Figure 1. The clock network.
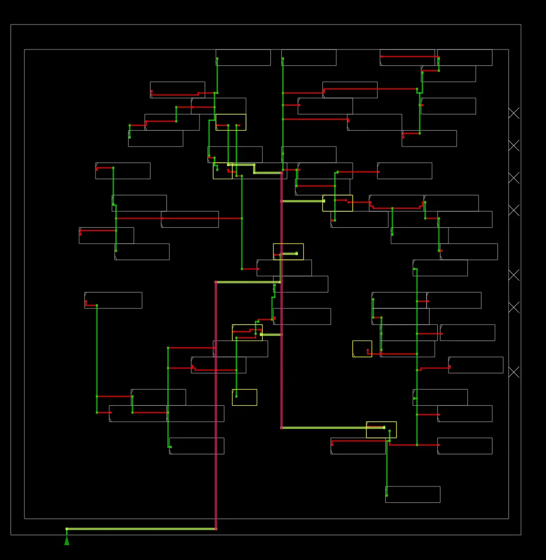
Figure 2. Wiring by layer.
(6 px per um)
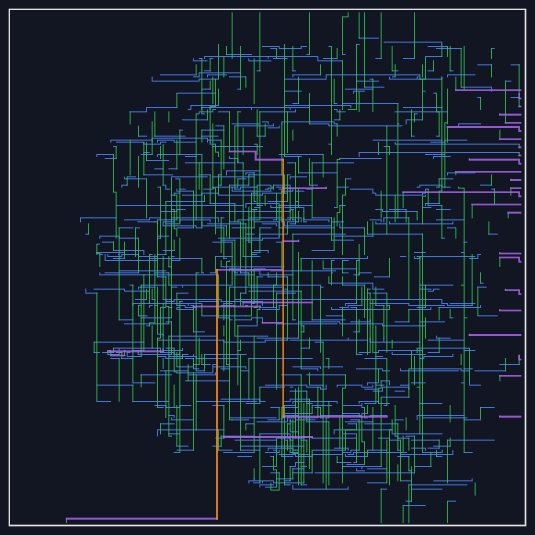
`src/rtl/vga_frame_reader.sv`:
```
// Display-side reader: generates 640x480@60 VGA timing and fetches upscaled pixels from the frame RAM.
// Latency: counter state at cycle t appears on vga_* at cycle t+3 (RAM read adds one of those clocks).
// Backpressure: none; free-running, never stalls, no handshake with the RAM writer (tearing allowed).
module vga_frame_reader #(
    parameter int H_VIS       = 640,
    parameter int H_FP        = 16,
    parameter int H_SYNC      = 96,
    parameter int H_BP        = 48,
    parameter int V_VIS       = 480,
    parameter int V_FP        = 10,
    parameter int V_SYNC      = 2,
    parameter int V_BP        = 33,
    parameter int IMG_W       = 160,
    parameter int IMG_H       = 120,
    parameter int SCALE_SHIFT = 2,
    parameter int AW          = 15,
    parameter int DW          = 8,
    parameter logic [DW-1:0] BG_COLOR = '0
) (
    input  logic          clk,
    input  logic          rst,
    input  logic [DW-1:0] data_in,
    output logic [AW-1:0] addr_out,
    output logic          regread,
    output logic          vga_hsync,
    output logic          vga_vsync,
    output logic [DW-1:0] vga_rgb,
    output logic          frame_start
);
    localparam int H_TOT = H_VIS + H_FP + H_SYNC + H_BP;
    localparam int V_TOT = V_VIS + V_FP + V_SYNC + V_BP;
    localparam int HW    = $clog2(H_TOT);
    localparam int VW    = $clog2(V_TOT);

    localparam logic [HW-1:0] H_LAST  = HW'(H_TOT - 1);
    localparam logic [HW-1:0] H_VIS_C = HW'(H_VIS);
    localparam logic [HW-1:0] HS_BEG  = HW'(H_VIS + H_FP);
    localparam logic [HW-1:0] HS_END  = HW'(H_VIS + H_FP + H_SYNC);
    localparam logic [HW-1:0] IMG_W_H = HW'(IMG_W);
    localparam logic [VW-1:0] V_LAST  = VW'(V_TOT - 1);
    localparam logic [VW-1:0] V_VIS_C = VW'(V_VIS);
    localparam logic [VW-1:0] VS_BEG  = VW'(V_VIS + V_FP);
    localparam logic [VW-1:0] VS_END  = VW'(V_VIS + V_FP + V_SYNC);
    localparam logic [VW-1:0] IMG_H_V = VW'(IMG_H);
    localparam logic [AW-1:0] IMG_W_A = AW'(IMG_W);

    // S0: raster counters and decode
    logic [HW-1:0] h_q, h_d, x0;
    logic [VW-1:0] v_q, v_d, y0;
    logic          vis0, img0, hs0, vs0, fs0;
    logic [AW-1:0] addr0;

    // S1: RAM request plus delayed control
    logic [AW-1:0] addr_q;
    logic          rd_q, vis1_q, img1_q, hs1_q, vs1_q, fs1_q;

    // S2: control waiting for RAM data
    logic          vis2_q, img2_q, hs2_q, vs2_q, fs2_q;

    // S3: registered VGA outputs
    logic [DW-1:0] rgb_q;
    logic          hs3_q, vs3_q, fs3_q;

    // Counter next-state and S0 decode of position, sync windows and RAM address
    always_comb begin
        h_d = h_q + 1'b1;
        v_d = v_q;
        if (h_q == H_LAST) begin
            h_d = '0;
            v_d = (v_q == V_LAST) ? '0 : v_q + 1'b1;
        end
        x0    = h_q >> SCALE_SHIFT;
        y0    = v_q >> SCALE_SHIFT;
        vis0  = (h_q < H_VIS_C) && (v_q < V_VIS_C);
        img0  = vis0 && (x0 < IMG_W_H) && (y0 < IMG_H_V);
        hs0   = !((h_q >= HS_BEG) && (h_q < HS_END));
        vs0   = !((v_q >= VS_BEG) && (v_q < VS_END));
        fs0   = (h_q == '0) && (v_q == '0);
        // constant multiply by the stored image width
        addr0 = AW'(y0) * IMG_W_A + AW'(x0);
    end

    // Raster position registers
    always_ff @(posedge clk or posedge rst) begin
        if (rst) begin
            h_q <= '0;
            v_q <= '0;
        end else begin
            h_q <= h_d;
            v_q <= v_d;
        end
    end

    // S1: issue RAM read; address holds outside the image so the bus stays quiet
    always_ff @(posedge clk or posedge rst) begin
        if (rst) begin
            addr_q <= '0;
            rd_q   <= 1'b0;
            vis1_q <= 1'b0;
            img1_q <= 1'b0;
            hs1_q  <= 1'b1;
            vs1_q  <= 1'b1;
            fs1_q  <= 1'b0;
        end else begin
            if (img0) begin
                addr_q <= addr0;
            end
            rd_q   <= img0;
            vis1_q <= vis0;
            img1_q <= img0;
            hs1_q  <= hs0;
            vs1_q  <= vs0;
            fs1_q  <= fs0;
        end
    end

    // S2: carry control across the one-clock RAM read
    always_ff @(posedge clk or posedge rst) begin
        if (rst) begin
            vis2_q <= 1'b0;
            img2_q <= 1'b0;
            hs2_q  <= 1'b1;
            vs2_q  <= 1'b1;
            fs2_q  <= 1'b0;
        end else begin
            vis2_q <= vis1_q;
            img2_q <= img1_q;
            hs2_q  <= hs1_q;
            vs2_q  <= vs1_q;
            fs2_q  <= fs1_q;
        end
    end

    // S3: select image / background / blank and register syncs alongside the pixel
    always_ff @(posedge clk or posedge rst) begin
        if (rst) begin
            rgb_q <= '0;
            hs3_q <= 1'b1;
            vs3_q <= 1'b1;
            fs3_q <= 1'b0;
        end else begin
            rgb_q <= img2_q ? data_in : (vis2_q ? BG_COLOR : '0);
            hs3_q <= hs2_q;
            vs3_q <= vs2_q;
            fs3_q <= fs2_q;
        end
    end

    assign addr_out    = addr_q;
    assign regread     = rd_q;
    assign vga_rgb     = rgb_q;
    assign vga_hsync   = hs3_q;
    assign vga_vsync   = vs3_q;
    assign frame_start = fs3_q;
endmodule
```
`config.mk`:
```
export PLATFORM = sky130hd
export DESIGN_NAME = vga_frame_reader
export DESIGN_NICKNAME = d
export VERILOG_FILES = /design/src/rtl/vga_frame_reader.sv
export SDC_FILE = /design/constraint.sdc
export NUM_CORES = 1
export LEC_CHECK = 0
export CAP_MARGIN = 20
export CORE_MARGIN = 2
export CORE_UTILIZATION = 40
export CTS_CLUSTER_DIAMETER = 40
export DETAILED_ROUTE_END_ITERATION = 10
export GPL_TIMING_DRIVEN = 0
export PLACE_DENSITY = 0.66
export REMOVE_ABC_BUFFERS = 1
export SLEW_MARGIN = 30
export SYNTH_ARGS = -nofsm -noshare
export SYNTH_HDL_FRONTEND = slang
export SYNTH_SLANG_ARGS = --single-unit
```
`constraint.sdc`:
```
create_clock -name clk -period 2.85 [get_ports clk]
set_input_delay 0.57 -clock clk [delete_from_list [all_inputs] [get_ports clk]]
set_output_delay 0.57 -clock clk [all_outputs]
set_load 0.02 [all_outputs]
```
==> metrics.cfg <==
[finish]
inverters=9
layout_top_cell=dfrtp_1
drive_above_1_share_pct=13.5
logic_gates=183
largest_register_ffs=15
layout.area.top_class=flip-flops and latches
finalNonFillerCells=374
antenna_cells=0
syn_to_final_growth_pct=24.3
combGateArea_um2=1300
flop_area_um2=1360
lay_top_cells=dfrtp_1, nand2_1, clkdlybuf4s50_1
layout.nets=327
buf_share_pct=13.0
finalInstanceArea_um2=3330

[yosys]
syn_inst=253
avgSynthCellArea_um2=10.6
yosysTopAreaCell=dfrtp_1
simple_gate_area_share_pct=20.8
synthTopCellsByArea=dfrtp_1, ha_1, dfstp_2, nand2_1, xor2_1
ys_cells=253
postSynth.asyncResetShare_pct=100
synthTopLogicFamily=simple AND/OR/NAND/NOR gates
ys_sh_xor_pct=5.89
ys_sh_mux_pct=1.26
synth_warnings=0
ys_top_cells_by_count=dfrtp_1, nand2_1, ha_1
edf_count=0

[setup_path]
ff2ff_setup_slack_ps=150
path_depth=7
path_buffers=0
crit_path_end_kind=flip-flop
crit_chain=ha_4, ha_1, a211oi_4, nor4b_1, or3_1, or4_1, a31oi_1
crit_type=reg2reg
required_ps=3090
crit_end=addr_out[13]

[drt]
drt_iter0_drc=81
route.detailed.drc=7
wl_um=4990
wl_met3_um=244
wl_met1_um=2410
top_layer=met4

[floorplanning]
die_h_um=85.8
io_pins=37
chipArea_um2=7360
rows=29
die_x_um=85.8
nWellTaps=77

[min_path]
min_from=fs2_q
holdPathEnd=frame_start
holdCritPathClass=reg2reg

[power]
power_frac_comb_pct=4.2
power.total_uw=1280
internal_power_uw=982
pg_clk_uw=455
switching_share_pct=23.5
p_clk_share_pct=35.5
p_seq_share_pct=60.3

[place]
gp_congestion=0.730
dp_cells=360
dp_hpwl_um=3490
dp_slack_ps=31.6
place_area_um2=3140
io_buffers=36

[clocking]
ctsHoldBuffers=0
post_cts_buffers=0
cts_buffer_depth=2
h-tree-depth=2
cts_tree=yes
cts_resized=1

[flow_run]
cap_violations=0

[global_routing]
grtUsageMet1_pct=19.6
top_usage_layer=met2
grt_pass1_vias=1913
grt_max_degree=48
grt_pass1_wl_um=8780

[sta]
slew_violations=0
finalHoldViolCount=0
period_needed_ps=2700
fin_hold_ws_ps=357
fmax_ghz=0.370
setup_tns_ps=0
period_used_pct=94.7
grt_setup_unrepaired=no

[run_status]
violations=design-rule violations
status=finished with violations

## Picture notes: Figure 1
TritonCTS Buffers: 5
flop count: 54
Clock buffer cells: 5
Latency at later pin: 320 ps
skew final: 7.95 ps

## Picture notes: Figure 2
green -> met2  # wire length 2250 um
purple -> met3  # wire length 244 um
orange -> met4  # wire length 84.3 um
blue -> met1  # wire length 2410 um

